**Run 1: sizing map**

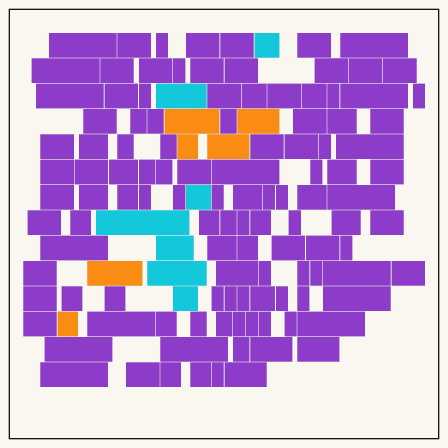
**Run 1: layout detail**

Region (24, 24) to (44, 44) um. Cells in gray, sequential cells in the stronger gray; small squares are vias.
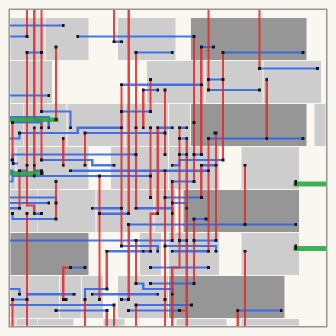
**Run 1: cell outlines without signal wires**

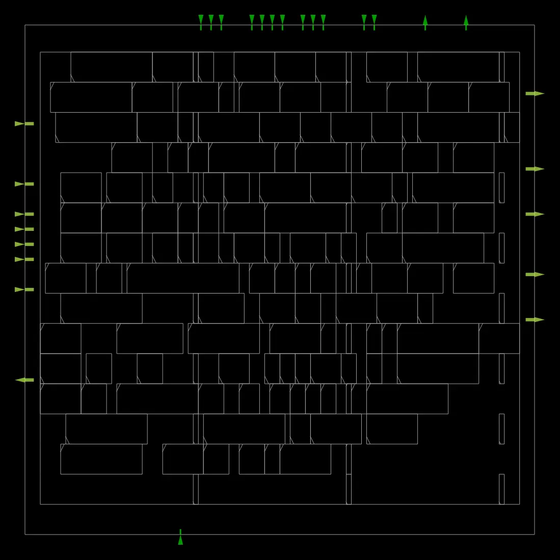
## src/rtl/pic_pkg.sv

```systemverilog
// Shared PIC definitions: cascade FSM state type, default CAS width and
// mode encodings used by the cascade controller.
package pic_pkg;

   typedef enum logic [1:0] {
      IDLE,
      ACK1,
      GAP,
      ACK2
   } cas_state_t;

   localparam int unsigned CAS_W_DEF = 3;

   // Pin-level encodings of ICW1.SNGL and SP/EN that select master behaviour
   localparam logic SNGL_MODE = 1'b1;
   localparam logic SP_MASTER = 1'b1;

endpackage

```

## src/rtl/cascade_ctrl_inta_edge.sv

```systemverilog
// INTA edge detector: registered copy of the synchronised inta_n plus
// single-cycle fall/rise pulses for the cascade sequencer.
module inta_edge (
   input  logic clk,
   input  logic rst_n,
   input  logic inta_n,
   output logic fall,
   output logic rise
);

   logic prev;

   // Reset to the inactive level so a released reset never looks like an edge
   always_ff @(posedge clk) begin
      if (!rst_n) prev <= 1'b1;
      else        prev <= inta_n;
   end

   assign fall = prev & ~inta_n;
   assign rise = ~prev & inta_n;

endmodule

```

## src/rtl/cascade_ctrl.sv

```systemverilog
// Clocked cascade controller: INTA-sequence FSM driving CAS pins (master)
// or matching the CAS ID (slave). Optional GAP timeout: CASCADE_TIMEOUT_EN.
module cascade_ctrl
   import pic_pkg::*;
#(
   parameter int unsigned CAS_W   = CAS_W_DEF,
   parameter int unsigned TIMEOUT = 64
) (
   input  logic                  clk,
   input  logic                  rst_n,
   input  logic                  sngl,
   input  logic                  sp_en,
   input  logic [2**CAS_W-1:0]   icw3,
   input  logic                  inta_n,
   input  logic [CAS_W-1:0]      irq_id,
   input  logic                  irq_valid,
   input  logic [CAS_W-1:0]      cas_in,
   output logic [CAS_W-1:0]      cas_out,
   output logic                  cas_oe,
   output logic                  master,
   output logic                  vec_en,
   output logic                  seq_done,
   output logic                  seq_abort
);

   logic             fall;
   logic             rise;
   cas_state_t       state;
   logic [CAS_W-1:0] sel;
   logic             hit;
   logic [1:0]       mode_q;
   logic             is_master;
   logic             mode_chg;
   logic             m_hit;
   logic             tmo;

   inta_edge u_inta_edge (
      .clk    (clk),
      .rst_n  (rst_n),
      .inta_n (inta_n),
      .fall   (fall),
      .rise   (rise)
   );

   assign is_master = (sngl == SNGL_MODE) | (sp_en == SP_MASTER);
   assign mode_chg  = ({sngl, sp_en} != mode_q);
   assign m_hit     = irq_valid & icw3[irq_id] & ~sngl;

`ifdef CASCADE_TIMEOUT_EN
   localparam int unsigned TMO_W = $clog2(TIMEOUT + 1);
   logic [TMO_W-1:0] tmo_cnt;

   // Counter only runs on cycles that stay in GAP; any exit clears it
   always_ff @(posedge clk) begin
      if (!rst_n || state != GAP || fall || mode_chg || tmo) tmo_cnt <= '0;
      else                                                     tmo_cnt <= tmo_cnt + 1'b1;
   end

   assign tmo = (state == GAP) && (tmo_cnt == TMO_W'(TIMEOUT - 1));
`else
   assign tmo = 1'b0;
`endif

   always_ff @(posedge clk) begin
      if (!rst_n) begin
         state     <= IDLE;
         sel       <= '0;
         hit       <= 1'b0;
         mode_q    <= '0;
         master    <= 1'b0;
         cas_out   <= '0;
         cas_oe    <= 1'b0;
         vec_en    <= 1'b0;
         seq_done  <= 1'b0;
         seq_abort <= 1'b0;
      end else begin
         master    <= is_master;
         mode_q    <= {sngl, sp_en};
         seq_done  <= 1'b0;
         seq_abort <= 1'b0;
         if (mode_chg) begin
            state   <= IDLE;
            hit     <= 1'b0;
            cas_out <= '0;
            cas_oe  <= 1'b0;
            vec_en  <= 1'b0;
         end else begin
            unique case (state)
               IDLE: if (fall) begin
                  state <= ACK1;
                  if (is_master) begin
                     sel     <= irq_id;
                     hit     <= m_hit;
                     cas_oe  <= m_hit;
                     cas_out <= m_hit ? irq_id : '0;
                  end else begin
                     sel <= icw3[CAS_W-1:0];
                     hit <= 1'b0;
                  end
               end
               ACK1: if (rise) begin
                  state <= GAP;
                  if (!is_master) hit <= (cas_in == sel);
               end
               GAP: if (fall) begin
                  state  <= ACK2;
                  vec_en <= is_master ? ~hit : hit;
               end else if (tmo) begin
                  state     <= IDLE;
                  seq_abort <= 1'b1;
                  hit       <= 1'b0;
                  cas_out   <= '0;
                  cas_oe    <= 1'b0;
               end
               ACK2: if (rise) begin
                  state    <= IDLE;
                  seq_done <= 1'b1;
                  hit      <= 1'b0;
                  cas_out  <= '0;
                  cas_oe   <= 1'b0;
                  vec_en   <= 1'b0;
               end
               default: state <= IDLE;
            endcase
         end
      end
   end

endmodule

```

## config.mk

```make
export PLATFORM = sky130hd
export DESIGN_NAME = cascade_ctrl
export DESIGN_NICKNAME = d
export VERILOG_FILES = /design/src/rtl/pic_pkg.sv /design/src/rtl/cascade_ctrl_inta_edge.sv /design/src/rtl/cascade_ctrl.sv
export SDC_FILE = /design/constraint.sdc
export NUM_CORES = 1
export LEC_CHECK = 0
export CORE_UTILIZATION = 49
export DETAILED_ROUTE_END_ITERATION = 16
export PLACE_DENSITY = 0.93
export SYNTH_ARGS = -nofsm -noshare
export SYNTH_HDL_FRONTEND = slang
export SYNTH_SLANG_ARGS = --single-unit
```

## constraint.sdc

```tcl
create_clock -name clk -period 3.6 [get_ports clk]
set_input_delay 0.72 -clock clk [delete_from_list [all_inputs] [get_ports clk]]
set_output_delay 0.72 -clock clk [all_outputs]
set_load 0.1 [all_outputs]
```

==> summary.log, run 1 <==
INFO  outcome        outcome=completed
INFO  synth          synthTopCellsByArea=sky130_fd_sc_hd__dfxtp_1 34%, sky130_fd_sc_hd__ha_1 5.3%, sky130_fd_sc_hd__mux2i_1 5.3%
INFO  die            die_w=46.0um
INFO  flow_run       max-cap-violations=0
INFO  routing        drt-wirelength-per-cell=12.6um
INFO  setup_path     end_point_of_the_critical_path=cas_out[0]
INFO  setup_path     timing.reg2reg.setup_slack=1850ps
INFO  synth          synthFlopType=sky130_fd_sc_hd__dfxtp_1
INFO  die            initCoreUtil=53.7%
INFO  cells_and_area antenna-diode-count=0
INFO  power_and_ir_drop p_leak=0.478nW
INFO  global_routing grt_antenna_before_repair=0
INFO  timing         timing.slew.headroom=35.4%
INFO  routing        via_total_after_detailed_routing=815
INFO  power_and_ir_drop worst_ir_drop_on_vdd=0.000210V
INFO  die            die_y=46.0um
INFO  global_routing globalRoute.totalOverflow=0
INFO  power_and_ir_drop pwr-share-clk=25.3%
INFO  place          numPortBuffers=26
INFO  timing         skew=8.64ps
INFO  min_path       holdPathEnd=cas_oe$_SDFFE_PP0P_
INFO  cells_and_area final_cell_count_no_fill=153
INFO  timing         final_period_minus_worst_setup_slack=2500ps
INFO  synth          synthDominantCellAreaShare=33.8%
INFO  cells_and_area post_route_cells_drive_above_1_share=10.2%
INFO  flow_run       log.warning_count=29
INFO  setup_path     critical_path.max_fanout=2
INFO  synth          post_synth_num_cell_types=36
INFO  setup_path     regToRegEndpoint=hit$_SDFFE_PP0P_
INFO  routing        drt_iter0_drc=22
INFO  synth          postSynthCellCount=103
INFO  global_routing global_route.peak_usage_layer=met2
INFO  synth          synth.net_count=127
INFO  setup_path     arrival=1780ps
INFO  setup_path     startpoint=cas_out[0]$_SDFFE_PP0P_
INFO  cells_and_area mostFrequentLayoutCell=sky130_fd_sc_hd__clkdlybuf4s50_1
INFO  routing        drc_errors=0
INFO  clock_network  ctsRootBufferMaster=sky130_fd_sc_hd__clkbuf_4
INFO  synth          syn_area=947um^2
INFO  min_path       holdPathStages=1
INFO  power_and_ir_drop internal_power=0.268mW
INFO  power_and_ir_drop seqPwrFrac=49.7%
INFO  routing        via_per_inst=5.33
INFO  setup_path     r2r_cells=7
INFO  timing         max_freq=0.399GHz
-- 'sizing map' (at the start) --
[orange] x2 | cells: 6 | share: 4.7%
[purple] x1 and smaller | cells: 115 | share: 90%
[cyan] x3 and x4 | cells: 7 | share: 5.5%
area delta synth->final: 29.9%
Repair and plain buffers: 26
post-route design area: 1230 um^2
worst setup slack after layout: 1100 ps

-- 'layout detail' (at the start) --
[blue] M1
[green] M3
[red] M2
most frequent: clkdlybuf4s50_1 (10), dfxtp_1 (5)
sequential cells in the window: 5
netlist names of flops here include: `cas_out` (3)
cells with their middle in the window: 31

-- 'cell outlines without signal wires' (at the start) --
area of the core: 1760 um^2
placement row count: 15
number of flip-flops and latches: 16

-- run 1: metrics by stage --
stage | util [%] | total power, mW | hold WS (ps) | worst slack (ps) | instance area (um^2)
floorplan | - | 0.254 | 475 | 1840 | 947
global placement | 68.4 | 0.284 | 446 | 1250 | 1210
detailed placement | 68.4 | 0.286 | 463 | 1230 | 1210
CTS | 69.7 | 0.379 | 483 | 1090 | 1230
global route | 69.7 | 0.395 | 498 | 1050 | 1230
finish | 69.7 | 0.378 | 481 | 1100 | 1230
-- run 1: routing by layer --
layer  part of all wire, %  routed length (um)
met1                    43                 836
met2                    52                1000
met3                   3.0                  58
met4                   1.8                  34
met5                     0                   0
-- run 1: logic make-up after synthesis --
group	after synthesis	share of synthesized area (%)
flops	16	33.8
fa+ha+maj	4	5.28
other cells	1	0.396
buf+inv	8	4.89
xor+xnor	6	8.32
compound gates	18	15.5
mux	6	6.87
simple gates	44	25.0
-- run 1: flip-flops by register name (all words and copies together) (netlist names) --
| signal | flops |
|---|---|
| mode_q | 2 |
| vec_en | 1 |
| sel | 3 |
| state | 2 |
| hit | 1 |
| cas_out | 3 |
| cas_oe | 1 |
| u_inta_edge.prev | 1 |
| seq_done | 1 |
| master | 1 |
-- run 1: layout make-up --
cell class / count / area (um^2)
multi-input cells: 79 / 581
fillers: 150 / 534
flip-flops and latches: 16 / 320
repair buffers: 26 / 260
well taps: 25 / 31.3
clock buffers: 3 / 22.5
inverters: 4 / 15.0
-- run 1: power groups by stage --
stage               combinational [mW]  sequential (mW)  clock (mW)
finish                          0.0947            0.188      0.0955
global route                     0.103            0.189       0.104
CTS                             0.0948            0.188      0.0964
detailed placement              0.0942            0.192           0
global placement                0.0922            0.192           0
floorplan                       0.0550            0.199           0
==> run 1 -> run 2 <==
Settings changed: CORE_UTILIZATION 49 to 46, PLACE_DENSITY 0.93 to 0.88.
Clock period 3.6 ns to 2.5 ns, I/O delays scaled along.
==> run 2 against run 1 <==
  * Sequential share of layout area up 0.32 points
  * Combinational power increased by 43%
  * Non-clock buffer count did not move
  * Hold slack worse by 6.5 ps
  * Via count increased by 2.1%
  * Global-route usage shrank 2.4 points
  * Largest power group unchanged
==> summary.log, run 2 <==
INFO  setup_path     end_point_of_the_critical_path=hit$_SDFFE_PP0P_ [was cas_out[0]]
INFO  min_path       holdPathEnd=cas_oe$_SDFFE_PP0P_ [unchanged]
INFO  synth          adder_share=5.28% [unchanged]
INFO  power_and_ir_drop worst_ir_drop_on_vdd=0.000330V [was 0.000210 V]
INFO  clock_network  ctsRootBufferMaster=sky130_fd_sc_hd__clkbuf_4 [unchanged]
INFO  global_routing globalRoute.totalOverflow=0 [unchanged]
INFO  synth          synthXorXnorAreaFrac=8.32% [unchanged]
INFO  routing        drc_errors=0 [unchanged]
INFO  synth          top_logic_kind=simple AND/OR/NAND/NOR gates [unchanged]
INFO  routing        via_total_after_detailed_routing=832 [was 815]
INFO  synth          synth.net_count=127 [unchanged]
INFO  setup_path     r2r_cells=7 [unchanged]
INFO  die            die_w=47.4um [was 46.0 um]
INFO  power_and_ir_drop p_leak=0.491nW [was 0.478 nW]
INFO  timing         final_period_minus_worst_setup_slack=1860ps
INFO  synth          synthFlopType=sky130_fd_sc_hd__dfxtp_1 [unchanged]
INFO  synth          mux_area_share=6.87% [unchanged]
INFO  cells_and_area post_route_cells_drive_above_1_share=15.6% [was 10.2%]
INFO  outcome        outcome=completed [unchanged]
INFO  setup_path     timing.reg2reg.setup_slack=800ps [was 1850 ps]
INFO  synth          syn_area=947um^2 [unchanged]
INFO  cells_and_area antenna-diode-count=0 [unchanged]
INFO  timing         max_freq=0.537GHz
INFO  synth          post_synth_num_cell_types=36 [unchanged]
INFO  die            floorplan.rows=16 [was 15]
INFO  cells_and_area reg_top3=cas_out x3, sel x3 [unchanged]
INFO  setup_path     critical_path.max_fanout=9 [was 2]
## run 2: worst register-to-register path: cells and delay by family, from the launching register on
family                     cells  cell delay (ps)
and+or+nand+nor                3              580
DFF                            1              390
AOI/OAI and AO/OA              2              290
adders and majority gates      1              240
buffers and inverters          1               80
## run 2: per-stage QoR
step           worst slack [ps]  cell area (um^2)  hold WS (ps)  std cells
2_1_floorplan               961               947           475        103
3_3_place_gp                379              1190           452        152
3_5_place_dp                342              1190           451        152
4_1_cts                     632              1210           474        155
5_1_grt                     548              1210           495        155
6_report                    639              1210           474        155
## run 2: cell type report
type                            instances  area (um^2)
Inverter                                4         15.0
Multi-Input combinational cell         79          581
Clock buffer                            3         22.5
Sequential cell                        16          320
Tap cell                               27         33.8
Fill cell                             178          727
Timing Repair Buffer                   26          243
## run 2: kinds of logic after synthesis
group	after synthesis
flops	16
other cells	1
fa+ha+maj	4
compound gates	18
simple gates	44
xor+xnor	6
buf+inv	8
mux	6
## run 2: power by group through the flow
| stage | Sequential (mW) | Combinational, mW | Clock, mW |
|---|---|---|---|
| 2_1_floorplan | 0.287 | 0.0792 | 0 |
| 3_3_place_gp | 0.276 | 0.133 | 0 |
| 3_5_place_dp | 0.277 | 0.135 | 0 |
| 4_1_cts | 0.271 | 0.136 | 0.133 |
| 5_1_grt | 0.272 | 0.145 | 0.145 |
| 6_report | 0.270 | 0.135 | 0.131 |
## run 2: metal layers
metal / global-route usage, % / up-vias
li1: - / 406
met1: 22.8 / 391
met2: 32.9 / 31
met3: 3.46 / 4
met4: 6.86 / 0
met5: 0 / -
**Run 2: cell outlines without signal wires**

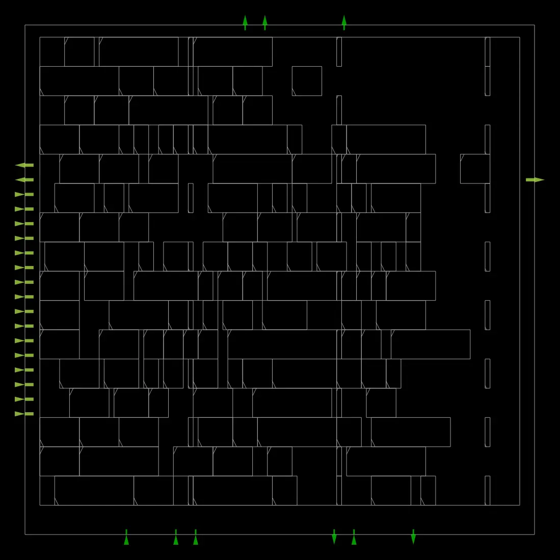
post-route core utilization: 62.6%
# fillers: 178
area of the core: 1940 um^2

**Run 2: I/O pins on the die edge**

Bar = 10 um. Pins as bars across the die edge, other pins in gray.
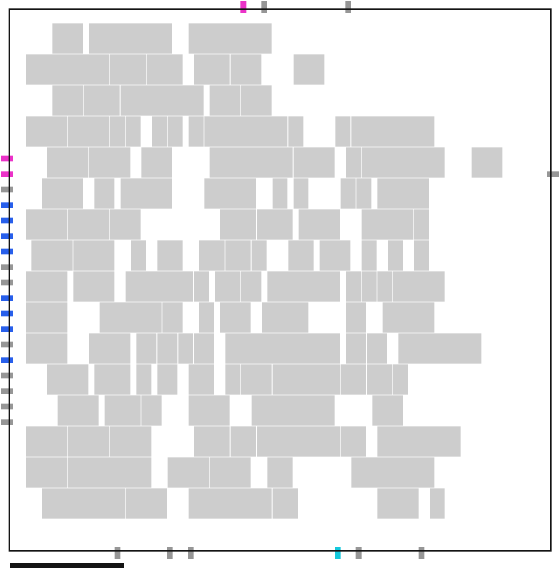
[cyan] `master` | pins: 1 | direction: output | edge: bottom
[magenta] `cas_out` | pins: 3 | direction: output | edge: 2 left, 1 top
[blue] `icw3` | pins: 8 | direction: input | edge: left
vertical extent of the die: 47.4 um
PortBufs: 26

Power and IR drop assume default switching activity.
